### I/O nets highlighted

Scale: 3 px per um.
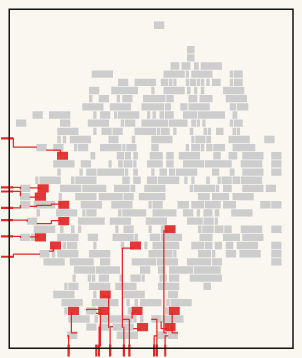
### Sequential cells coloured by netlist name

Scale: 3 px per um.
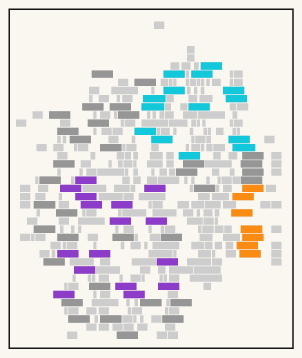
### Clock wiring as the flow saved it

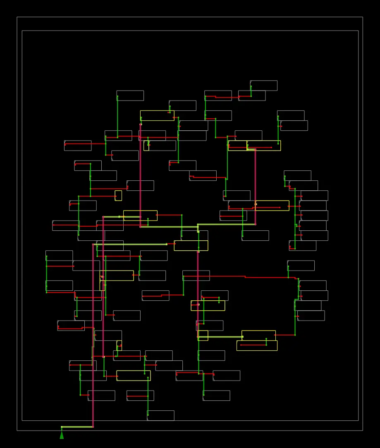
### Placement density heat map

Scale: 2 px per um. 9 x 11 tiles, from dark purple (low) to yellow (high), 0 to 100% covered.
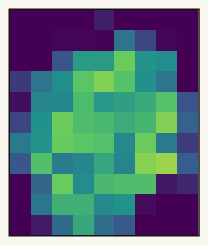
### Selected gate families

Scale: 4 px per um.
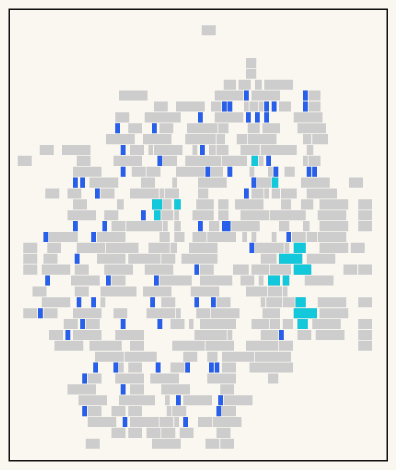
## src/rtl/seg7_scan_if.sv

```systemverilog
// Bus bundle between a BCD source and seg7_scan_driver: load strobe with packed
// digits in one direction, multiplexed segment/anode drive and frame pulse in the other.
interface seg7_scan_if #(
    parameter int DIGITS = 4
);
    logic                  LOAD;
    logic [4*DIGITS-1:0]   BCD;
    logic [DIGITS-1:0]     DP_IN;
    logic [6:0]            SEG;
    logic                  DP;
    logic [DIGITS-1:0]     AN;
    logic                  FRAME;

    modport master (output LOAD, BCD, DP_IN, input  SEG, DP, AN, FRAME);
    modport slave  (input  LOAD, BCD, DP_IN, output SEG, DP, AN, FRAME);
endinterface

```

## src/rtl/seg7_scan_driver.sv

```systemverilog
// Time-multiplexed 7-segment driver with a shadow/display register pair swapped only at
// frame boundaries. Optional LEADING_ZERO_BLANK_EN suppresses leading zero digits.
//   state | meaning
//   BLANK | all anodes off for one cycle between digit slots
//   DRIVE | anode[index] on, segments show display digit[index]
module seg7_scan_driver #(
    parameter int DIGITS         = 4,
    parameter int SCAN_DIV       = 16384,
    parameter int SEG_ACTIVE_LOW = 1,
    parameter int AN_ACTIVE_LOW  = 1
) (
    input  logic       CLK,
    input  logic       RESET,
    seg7_scan_if.slave bus
);
    localparam int PW = $clog2(SCAN_DIV);
    localparam int IW = (DIGITS > 1) ? $clog2(DIGITS) : 1;

    localparam logic [DIGITS-1:0] AN_OFF  = (AN_ACTIVE_LOW != 0) ? {DIGITS{1'b1}} : {DIGITS{1'b0}};
    localparam logic [6:0]        SEG_OFF = (SEG_ACTIVE_LOW != 0) ? 7'h7F : 7'h00;
    localparam logic              DP_OFF  = (SEG_ACTIVE_LOW != 0);

    typedef enum logic {BLANK, DRIVE} state_t;

    state_t              state_q, state_d;
    logic [PW-1:0]       presc_q, presc_d;
    logic [IW-1:0]       idx_q, idx_d;
    logic [4*DIGITS-1:0] sh_bcd_q, sh_bcd_d, disp_bcd_q, disp_bcd_d;
    logic [DIGITS-1:0]   sh_dp_q, sh_dp_d, disp_dp_q, disp_dp_d;
    logic                pending_q, pending_d;
    logic                frame_q, frame_d;
    logic [DIGITS-1:0]   an_q, an_d;
    logic [6:0]          seg_q, seg_d;
    logic                dp_q, dp_d;

    logic                tick, last_idx, boundary;
    logic [DIGITS-1:0]   lz_blank;
    logic [DIGITS-1:0]   an_on;
    logic [6:0]          seg_on;
    logic                dp_on, dp_sel, blank_sel;
    logic [3:0]          digit;

    function automatic logic [6:0] decode(input logic [3:0] v);
        case (v)
            4'd0:    return 7'h3F;
            4'd1:    return 7'h06;
            4'd2:    return 7'h5B;
            4'd3:    return 7'h4F;
            4'd4:    return 7'h66;
            4'd5:    return 7'h6D;
            4'd6:    return 7'h7D;
            4'd7:    return 7'h07;
            4'd8:    return 7'h7F;
            4'd9:    return 7'h6F;
            default: return 7'h40;
        endcase
    endfunction

    assign tick     = (presc_q == PW'(SCAN_DIV - 1));
    assign last_idx = (idx_q == IW'(DIGITS - 1));
    assign boundary = tick && (state_q == DRIVE) && last_idx;

    always_comb begin
        state_d    = state_q;
        presc_d    = tick ? '0 : presc_q + 1'b1;
        idx_d      = idx_q;
        sh_bcd_d   = sh_bcd_q;
        sh_dp_d    = sh_dp_q;
        disp_bcd_d = disp_bcd_q;
        disp_dp_d  = disp_dp_q;
        pending_d  = pending_q;
        frame_d    = 1'b0;

        case (state_q)
            BLANK: state_d = DRIVE;
            DRIVE: begin
                if (tick) begin
                    state_d = BLANK;
                    idx_d   = last_idx ? '0 : idx_q + 1'b1;
                end
            end
            default: state_d = BLANK;
        endcase

        if (boundary && pending_q) begin
            disp_bcd_d = sh_bcd_q;
            disp_dp_d  = sh_dp_q;
            pending_d  = 1'b0;
            frame_d    = 1'b1;
        end

        // A load on the boundary cycle lands in the shadow after the old shadow was taken.
        if (bus.LOAD) begin
            sh_bcd_d  = bus.BCD;
            sh_dp_d   = bus.DP_IN;
            pending_d = 1'b1;
        end
    end

`ifdef LEADING_ZERO_BLANK_EN
    logic lz_run;
    always_comb begin
        lz_blank = '0;
        lz_run   = 1'b1;
        for (int i = DIGITS - 1; i >= 1; i--) begin
            if (lz_run && (disp_bcd_d[4*i +: 4] == 4'd0)) lz_blank[i] = 1'b1;
            else                                          lz_run      = 1'b0;
        end
    end
`else
    always_comb begin
        lz_blank = '0;
    end
`endif

    // Outputs are derived from next-cycle values so the registered pins line up with the state.
    always_comb begin
        an_on     = '0;
        digit     = 4'd0;
        dp_sel    = 1'b0;
        blank_sel = 1'b0;
        for (int i = 0; i < DIGITS; i++) begin
            if (idx_d == IW'(i)) begin
                digit     = disp_bcd_d[4*i +: 4];
                dp_sel    = disp_dp_d[i];
                blank_sel = lz_blank[i];
                if (state_d == DRIVE) an_on[i] = 1'b1;
            end
        end
        seg_on = ((state_d == DRIVE) && !blank_sel) ? decode(digit) : 7'h00;
        dp_on  = (state_d == DRIVE) && dp_sel;
        an_d   = (AN_ACTIVE_LOW  != 0) ? ~an_on  : an_on;
        seg_d  = (SEG_ACTIVE_LOW != 0) ? ~seg_on : seg_on;
        dp_d   = (SEG_ACTIVE_LOW != 0) ? ~dp_on  : dp_on;
    end

    always_ff @(posedge CLK) begin
        if (RESET) begin
            state_q    <= BLANK;
            presc_q    <= '0;
            idx_q      <= '0;
            sh_bcd_q   <= '0;
            sh_dp_q    <= '0;
            disp_bcd_q <= '0;
            disp_dp_q  <= '0;
            pending_q  <= 1'b0;
            frame_q    <= 1'b0;
            an_q       <= AN_OFF;
            seg_q      <= SEG_OFF;
            dp_q       <= DP_OFF;
        end else begin
            state_q    <= state_d;
            presc_q    <= presc_d;
            idx_q      <= idx_d;
            sh_bcd_q   <= sh_bcd_d;
            sh_dp_q    <= sh_dp_d;
            disp_bcd_q <= disp_bcd_d;
            disp_dp_q  <= disp_dp_d;
            pending_q  <= pending_d;
            frame_q    <= frame_d;
            an_q       <= an_d;
            seg_q      <= seg_d;
            dp_q       <= dp_d;
        end
    end

    assign bus.AN    = an_q;
    assign bus.SEG   = seg_q;
    assign bus.DP    = dp_q;
    assign bus.FRAME = frame_q;
endmodule

```

## src/flat_wrapper.sv

```systemverilog
// flat-port wrapper written by rule: the top's interface ports become plain ports
module seg7_scan_driver_flat 
#(
    parameter int DIGITS         = 4,
    parameter int SCAN_DIV       = 16384,
    parameter int SEG_ACTIVE_LOW = 1,
    parameter int AN_ACTIVE_LOW  = 1
)
  (CLK, RESET, bus_LOAD, bus_BCD, bus_DP_IN, bus_SEG, bus_DP, bus_AN, bus_FRAME);
  seg7_scan_if #(.DIGITS(DIGITS)) bus_i ();
  input  logic CLK;
  input  logic RESET;
  input wire logic [$bits(bus_i.LOAD)-1:0] bus_LOAD;
  input wire logic [$bits(bus_i.BCD)-1:0] bus_BCD;
  input wire logic [$bits(bus_i.DP_IN)-1:0] bus_DP_IN;
  output wire logic [$bits(bus_i.SEG)-1:0] bus_SEG;
  output wire logic [$bits(bus_i.DP)-1:0] bus_DP;
  output wire logic [$bits(bus_i.AN)-1:0] bus_AN;
  output wire logic [$bits(bus_i.FRAME)-1:0] bus_FRAME;
  assign bus_i.LOAD = bus_LOAD;
  assign bus_i.BCD = bus_BCD;
  assign bus_i.DP_IN = bus_DP_IN;
  assign bus_SEG = bus_i.SEG;
  assign bus_DP = bus_i.DP;
  assign bus_AN = bus_i.AN;
  assign bus_FRAME = bus_i.FRAME;
  seg7_scan_driver #(.DIGITS(DIGITS), .SCAN_DIV(SCAN_DIV), .SEG_ACTIVE_LOW(SEG_ACTIVE_LOW), .AN_ACTIVE_LOW(AN_ACTIVE_LOW)) u_core (.CLK(CLK), .RESET(RESET), .bus(bus_i));
endmodule
```

## config.mk

```make
export PLATFORM = sky130hd
export DESIGN_NAME = seg7_scan_driver_flat
export DESIGN_NICKNAME = d
export VERILOG_FILES = /design/src/rtl/seg7_scan_if.sv /design/src/rtl/seg7_scan_driver.sv /design/src/flat_wrapper.sv
export SDC_FILE = /design/constraint.sdc
export NUM_CORES = 1
export LEC_CHECK = 0
export CORE_ASPECT_RATIO = 1.2
export CORE_UTILIZATION = 29
export CTS_CLUSTER_SIZE = 12
export DETAILED_ROUTE_END_ITERATION = 16
export GPL_TIMING_DRIVEN = 0
export SYNTH_ARGS = -nofsm -noshare
export SYNTH_HDL_FRONTEND = slang
export SYNTH_SLANG_ARGS = --single-unit
export TNS_END_PERCENT = 50
```

## constraint.sdc

```tcl
create_clock -name CLK -period 3 [get_ports CLK]
set_clock_uncertainty 0.1 [all_clocks]
set_input_delay 0.45 -clock CLK [delete_from_list [all_inputs] [get_ports CLK]]
set_output_delay 0.45 -clock CLK [all_outputs]
set_load 0.03 [all_outputs]
```

==> impl_metrics.ini <==
; generated from flow reports
[timing]
rsz0062_at_grt = yes
setup_violations = 1
max_freq_mhz = 332
setup_slack_ns = -0.0118
fin_hold_ws_ns = 0.363

[global_routing]
overflow = 0

[setup_path]
cp_data_arrival_time_ns = 3.15
cp_max_fo = 7
endpoint_kind = flip-flop
slowest_delay_ns = 0.45

[final_layout]
drive_above_1_share = 0.177
top_regs = u_core.disp_bcd_q x16, u_core.sh_bcd_q x16, u_core.presc_q x14
clock_area_frac = 0.0741

[flow_run]
tool_warnings = 31

[outcome]
status = complete, but fails checks
failed_checks = negative setup slack

[yosys]
ys_seq_frac = 0.482
synthMostInstantiatedCell = dfxtp_1
yosysUniqueCellTypes = 35
synthFlopType = dfxtp_1
yosysCellCount = 280

[route]
drt_iter0_markers = 38

[pwr]
seq-power_uw = 990
sw_frac_of_total = 0.207
Notes on 'I/O nets highlighted' above:
[bus_BCD] red | bits: 16 | direction: input | edge: 9 bottom, 7 left | end cells: 16 | buffers: 16 | wire: 265 um
Boundary Pins: 36
I/O Buffers: 34

Notes on 'Sequential cells coloured by netlist name' above:
[u_core.presc_q] cyan | sequential cells: 14
[u_core.disp_bcd_q] purple | sequential cells: 16
[u_core.bus.SEG] orange | sequential cells: 7
not coloured: 34
Reg area: 1430 um^2
Seq area share: 0.361
final core occ: 0.407

Notes on 'Clock wiring as the flow saved it' above:
clk_lat worst skew: 0.33 ns
CTS buffer count: 9
clock sink total: 71
seq_cells: 71

Notes on 'Placement density heat map' above:
fullest tile: 85%
tiles over 75% full: 9.1%
emptiest ninth of the die: top left
floorplan utilization: 0.304
Core ar.: 9710 um^2

Notes on 'Selected gate families' above:
[inverting AOI/OAI gates] cyan | cells: 13
[NOR gates] blue | cells: 67 | most used: nor2_1
Comb/total area: 0.381
fin cells: 468
Top cell excl fill/tap: dfxtp_1

[layout by cell type, fill, tap and decap left out, types with 3 or more instances in the layout]
cell and instances:
dfxtp_1 68, nor2_1 66, mux2i_1 47, clkdlybuf4s50_1 34
buf_4 14, clkbuf_1 10, clkbuf_16 9, mux4_2 8
nand2_1 7, xnor2_1 6, nand3_1 5, buf_1 5
xor2_1 5, ha_1 5, inv_1 4, nand4_1 3
buf_6 3, mux2_4 3, dfxtp_2 3
[cell families after synthesis]
| logic type | after synthesis | synth area share |
|---|---|---|
| fa+ha+maj | 7 | 0.0297 |
| buf+inv | 22 | 0.0331 |
| compound gates | 14 | 0.0343 |
| simple gates | 94 | 0.142 |
| xor+xnor | 11 | 0.0326 |
| flops | 71 | 0.482 |
| mux | 61 | 0.246 |
